`config.mk`:
```
export PLATFORM = sky130hd
export DESIGN_NAME = grey_to_binary_decoder
export DESIGN_NICKNAME = d
export VERILOG_FILES = /design/src/rtl/grey_pkg.sv /design/src/rtl/grey_to_binary_decoder.sv
export SDC_FILE = /design/constraint.sdc
export NUM_CORES = 1
export LEC_CHECK = 0
export CORE_MARGIN = 2
export CORE_UTILIZATION = 46
export CTS_CLUSTER_DIAMETER = 200
export CTS_CLUSTER_SIZE = 24
export DETAILED_ROUTE_END_ITERATION = 16
export HOLD_SLACK_MARGIN = 0.1
export PLACE_DENSITY = 0.75
export SYNTH_ARGS = -nofsm -noshare
export SYNTH_HDL_FRONTEND = slang
export SYNTH_SLANG_ARGS = --single-unit
```
`constraint.sdc`:
```
create_clock -name clk -period 2.1 [get_ports clk]
set_input_delay 0.315 -clock clk [delete_from_list [all_inputs] [get_ports clk]]
set_output_delay 0.315 -clock clk [all_outputs]
set_load 0.01 [all_outputs]
```
`src/rtl/grey_pkg.sv`:
```
// grey_pkg: shared definitions for the Grey-to-binary decoder.
//   grey_state_e        - decoder FSM state encoding (IDLE, SHIFT, HOLD)
//   GREY_WIDTH_DEFAULT  - default word width in bits
package grey_pkg;

    parameter int unsigned GREY_WIDTH_DEFAULT = 4;

    typedef enum logic [1:0] {
        IDLE  = 2'd0,
        SHIFT = 2'd1,
        HOLD  = 2'd2
    } grey_state_e;

endpackage

```
`src/rtl/grey_to_binary_decoder.sv`:
```
// grey_to_binary_decoder: bit-serial Grey-to-binary converter with a valid/ready
// handshake on each side. A word is captured in IDLE, resolved one bit per clock
// MSB-first in SHIFT, and presented in HOLD until the consumer takes it.
//
// Ports
//   clk        - clock, all state updates on the rising edge
//   rst        - synchronous active-high reset
//   in_valid   - grey_in holds a word to decode
//   in_ready   - high in IDLE: a word is accepted this cycle if in_valid
//   grey_in    - Grey-coded input word
//   out_valid  - high in HOLD: binary_out holds a completed result
//   out_ready  - consumer takes the result this cycle
//   binary_out - decoded binary word (registered)
//   busy       - high whenever the FSM is not IDLE
module grey_to_binary_decoder
    import grey_pkg::*;
#(
    parameter int unsigned WIDTH = GREY_WIDTH_DEFAULT
) (
    input  logic             clk,
    input  logic             rst,
    input  logic             in_valid,
    output logic             in_ready,
    input  logic [WIDTH-1:0] grey_in,
    output logic             out_valid,
    input  logic             out_ready,
    output logic [WIDTH-1:0] binary_out,
    output logic             busy
);

    localparam int unsigned IDX_W = (WIDTH > 1) ? $clog2(WIDTH) : 1;
    // First bit resolved in SHIFT; the MSB is already known at acceptance.
    localparam logic [IDX_W-1:0] IDX_START = (WIDTH > 1) ? IDX_W'(WIDTH - 2) : '0;

    grey_state_e      state_q, state_d;
    logic [WIDTH-1:0] grey_q, grey_d;
    logic [WIDTH-1:0] bin_q, bin_d;
    logic [IDX_W-1:0] idx_q, idx_d;
    // Zero-extended copy so bin_ext[i+1] is in range for every bit position.
    logic [WIDTH:0]   bin_ext;

    assign bin_ext    = {1'b0, bin_q};
    assign binary_out = bin_q;

    always_comb begin
        state_d   = state_q;
        grey_d    = grey_q;
        bin_d     = bin_q;
        idx_d     = idx_q;
        in_ready  = (state_q == IDLE);
        out_valid = (state_q == HOLD);
        busy      = (state_q != IDLE);

        unique case (state_q)
            IDLE: begin
                if (in_valid) begin
                    grey_d             = grey_in;
                    bin_d              = '0;
                    bin_d[WIDTH-1]     = grey_in[WIDTH-1];
                    idx_d              = IDX_START;
                    state_d            = (WIDTH > 1) ? SHIFT : HOLD;
                end
            end
            SHIFT: begin
                // Prefix-XOR step: each bit is the bit above it XOR its Grey bit.
                for (int i = 0; i < WIDTH; i++) begin
                    if (idx_q == IDX_W'(i)) begin
                        bin_d[i] = bin_ext[i+1] ^ grey_q[i];
                    end
                end
                if (idx_q == '0) begin
                    state_d = HOLD;
                end else begin
                    idx_d = idx_q - 1'b1;
                end
            end
            HOLD: begin
                if (out_ready) begin
                    state_d = IDLE;
                end
            end
            default: begin
                state_d = IDLE;
            end
        endcase
    end

    always_ff @(posedge clk) begin
        if (rst) begin
            state_q <= IDLE;
            grey_q  <= '0;
            bin_q   <= '0;
            idx_q   <= '0;
        end else begin
            state_q <= state_d;
            grey_q  <= grey_d;
            bin_q   <= bin_d;
            idx_q   <= idx_d;
        end
    end

endmodule

```
Pin placement:
Drawn at 12 px/um. Pins as bars across the die edge, other pins in gray.
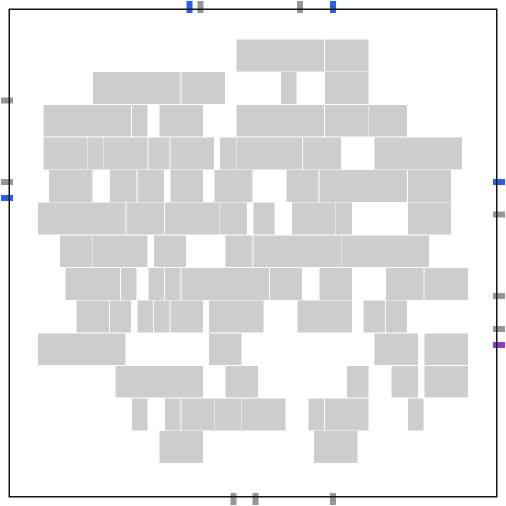
Blue shows grey_in, pins 4, direction input, edge 2 north, 1 east, 1 west. Purple shows busy, pins 1, direction output, edge east.
All pins by edge: 5 east, 4 north, 3 west, 3 south.

Selected gate families:
Drawn at 6 px/um.
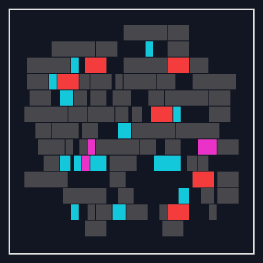
Cyan shows nor cells, cells 13. Magenta shows nand cells, cells 3. Red shows mux cells, cells 6.

Congestion heat map:
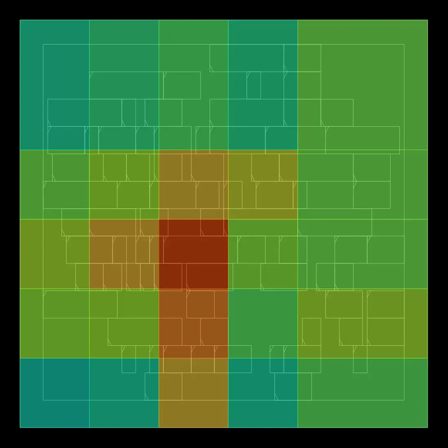
gr usage total: 0.186
met3 usage: 0.0833
Final Util: 0.617
Most Crowded Layer GR: met2
WL per Instance: 11.8 um

==> results.json <==
{
  "grt_pass1_vias": 437,
  "grt_overflow": 0,
  "cts_num_sinks": 12,
  "synthFlopType": "dfxtp_1",
  "n_antenna_cell": 0,
  "chip_area_sq_um": 1640,
  "outcome": "completed",
  "holdPathEnd": "binary_out[0]$_SDFFE_PP0P_",
  "common_cells": "dfxtp_1 (12), inv_1 (6), mux2i_1 (6), nor2_1 (6), ha_1 (4)",
  "clk_path_buf_depth": 2,
  "grt_max_degree": 13,
  "tns_ns": 0,
  "async_reset_ff_frac": 0,
  "ys_seq_share": 0.392,
  "coreArea_sq_um": 1270,
  "top_layer_used": "met4",
  "postSynthCellCount": 64,
  "met3_wirelength_um": 69,
  "wl_met2_um": 521,
  "cts_buffers": 3,
  "antenna_found_initial": 0,
  "ant_nets": 0,
  "area_leaders": "dfxtp_1 (39%), mux2i_1 (9.8%), ha_1 (8.2%), buf_6 (3.7%), inv_1 (3.7%)",
  "finalPower_mw": 0.512,
  "rows": 13,
  "min_path_cells": 2,
  "firstDrtPassIters": 4,
  "ff2ff_setup_slack_ns": 0.60,
  "max-slew-margin-rel": 0.734,
  "yosys_area_sq_um": 613,
  "synth_dominant_cell_count": "dfxtp_1",
  "h-tree-depth": 1,
  "rr_startpoint": "idx_q[0]$_SDFFE_PP0P_",
  "max_freq_ghz": 0.532,
  "cp-end-kind": "output pin",
  "edf_count": 0,
  "finClkSkew_ns": 0.00371,
  "die_y_um": 40.5,
  "numPortBuffers": 14,
  "worst_pin_slew_ns": 0.398,
  "post-cts-setup-buffers": 0,
  "leakage_nw": 0.337,
  "via_count": 492,
  "drv_cap": 0,
  "syn_area_per_cell_sq_um": 9.58,
  "dp_hpwl_um": 843
}
Sequential cells grouped by signal name:
Drawn at 6 px/um. Other sequential cells in the stronger gray, the rest of the logic in the fainter gray.
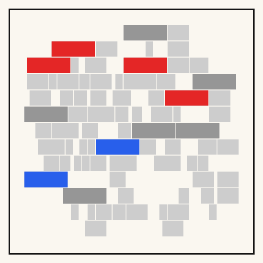
Blue shows idx_q, placed flops 2. Red shows grey_q, placed flops 4.
Another 6 sequential cells are not colored.

Layout detail:
Window x 8 to 33, y 0 to 25 um. Cells in gray, sequential cells in the stronger gray; small squares are vias.
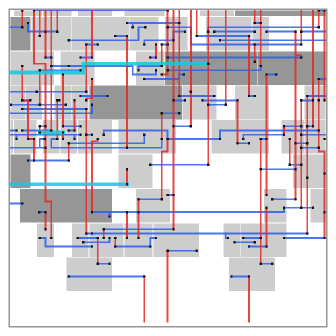
Red shows M2. Cyan shows M3. Blue shows M1.
Most frequent: inv_1 (4), dfxtp_1 (4). Sequential cells in the window: 4. Netlist names of flops here include state_q (2). 41 logic cells have their middle in the window.

[logic make-up (layout without fill, tap and decap cells)]
group           Yosys count  after routing  share of synthesized area
xor+xnor                  3              3                     0.0429
buf+inv                   9             25                     0.0796
simple gates             22             22                      0.212
compound gates            8              8                     0.0939
flops                    12             12                      0.392
mux                       6              6                     0.0980
fa+ha+maj                 4              4                     0.0816
[critical path, cell delays in order (launching register included)]
cell	delay, ns
dfxtp_1	0.39
or2_2	0.33
inv_1	0.05
clkdlybuf4s50_1	0.52
[state kept, by name (all words and copies together) (netlist names)]
signal and count:
binary_out 4, grey_q 4, idx_q 2, state_q 2
[area by class of cell]
type | instances | area (sq um)
Clock buffer | 3 | 22.5
Fill cell | 116 | 485
Inverter | 6 | 22.5
Multi-Input combinational cell | 43 | 324
Sequential cell | 12 | 240
Tap cell | 15 | 18.8
Timing Repair Buffer | 16 | 155
[worst max-delay path by stage]
| stage | start | cells past startpoint | end | slack (ns) |
|---|---|---|---|---|
| 2_1_floorplan | idx_q[0]$_SDFFE_PP0P_ | 5 | idx_q[1]$_SDFFE_PP0P_ | 0.79 |
| 3_3_place_gp | in_valid | 5 | idx_q[0]$_SDFFE_PP0P_ | 0.42 |
| 3_5_place_dp | in_valid | 5 | idx_q[0]$_SDFFE_PP0P_ | 0.40 |
| 4_1_cts | state_q[0]$_SDFFE_PP0P_ | 3 | in_ready | 0.20 |
| 5_1_grt | state_q[0]$_SDFFE_PP0P_ | 3 | in_ready | 0.11 |
| 6_report | state_q[0]$_SDFFE_PP0P_ | 3 | in_ready | 0.22 |
[routing by layer]
| metal | vias up | global-route usage |
|---|---|---|
| met5 | - | 0 |
| met4 | 0 | 0.125 |
| met3 | 2 | 0.0833 |
| met2 | 14 | 0.258 |
| met1 | 223 | 0.227 |
| li1 | 253 | - |
[placed cells by master, fill, tap and decap left out, types with 3 or more instances in the layout]
| master | synthesis | final |
|---|---|---|
| clkdlybuf4s50_1 | 0 | 14 |
| dfxtp_1 | 12 | 12 |
| inv_1 | 6 | 6 |
| mux2i_1 | 6 | 6 |
| nor2_1 | 6 | 6 |
| ha_1 | 4 | 4 |
| a21oi_1 | 3 | 3 |
| clkbuf_4 | 0 | 3 |
[power breakdown]
part	total, mW	switching, mW	internal (mW)	leakage (nW)
clock network	0.135	0.0683	0.0663	0.0138
registers	0.260	0.0167	0.243	0.0983
logic	0.118	0.0518	0.0661	0.225
[through the flow]
step | instance area [sq um] | util | hold WS, ns | cells
floorplan | 613 | - | 0.384 | 64
global placement | 761 | 0.600 | 0.461 | 92
detailed placement | 761 | 0.600 | 0.492 | 92
CTS | 783 | 0.617 | 0.502 | 95
global route | 783 | 0.617 | 0.526 | 95
finish | 783 | 0.617 | 0.492 | 95
No activity file was given, so power comes from the tool's default toggle rates.
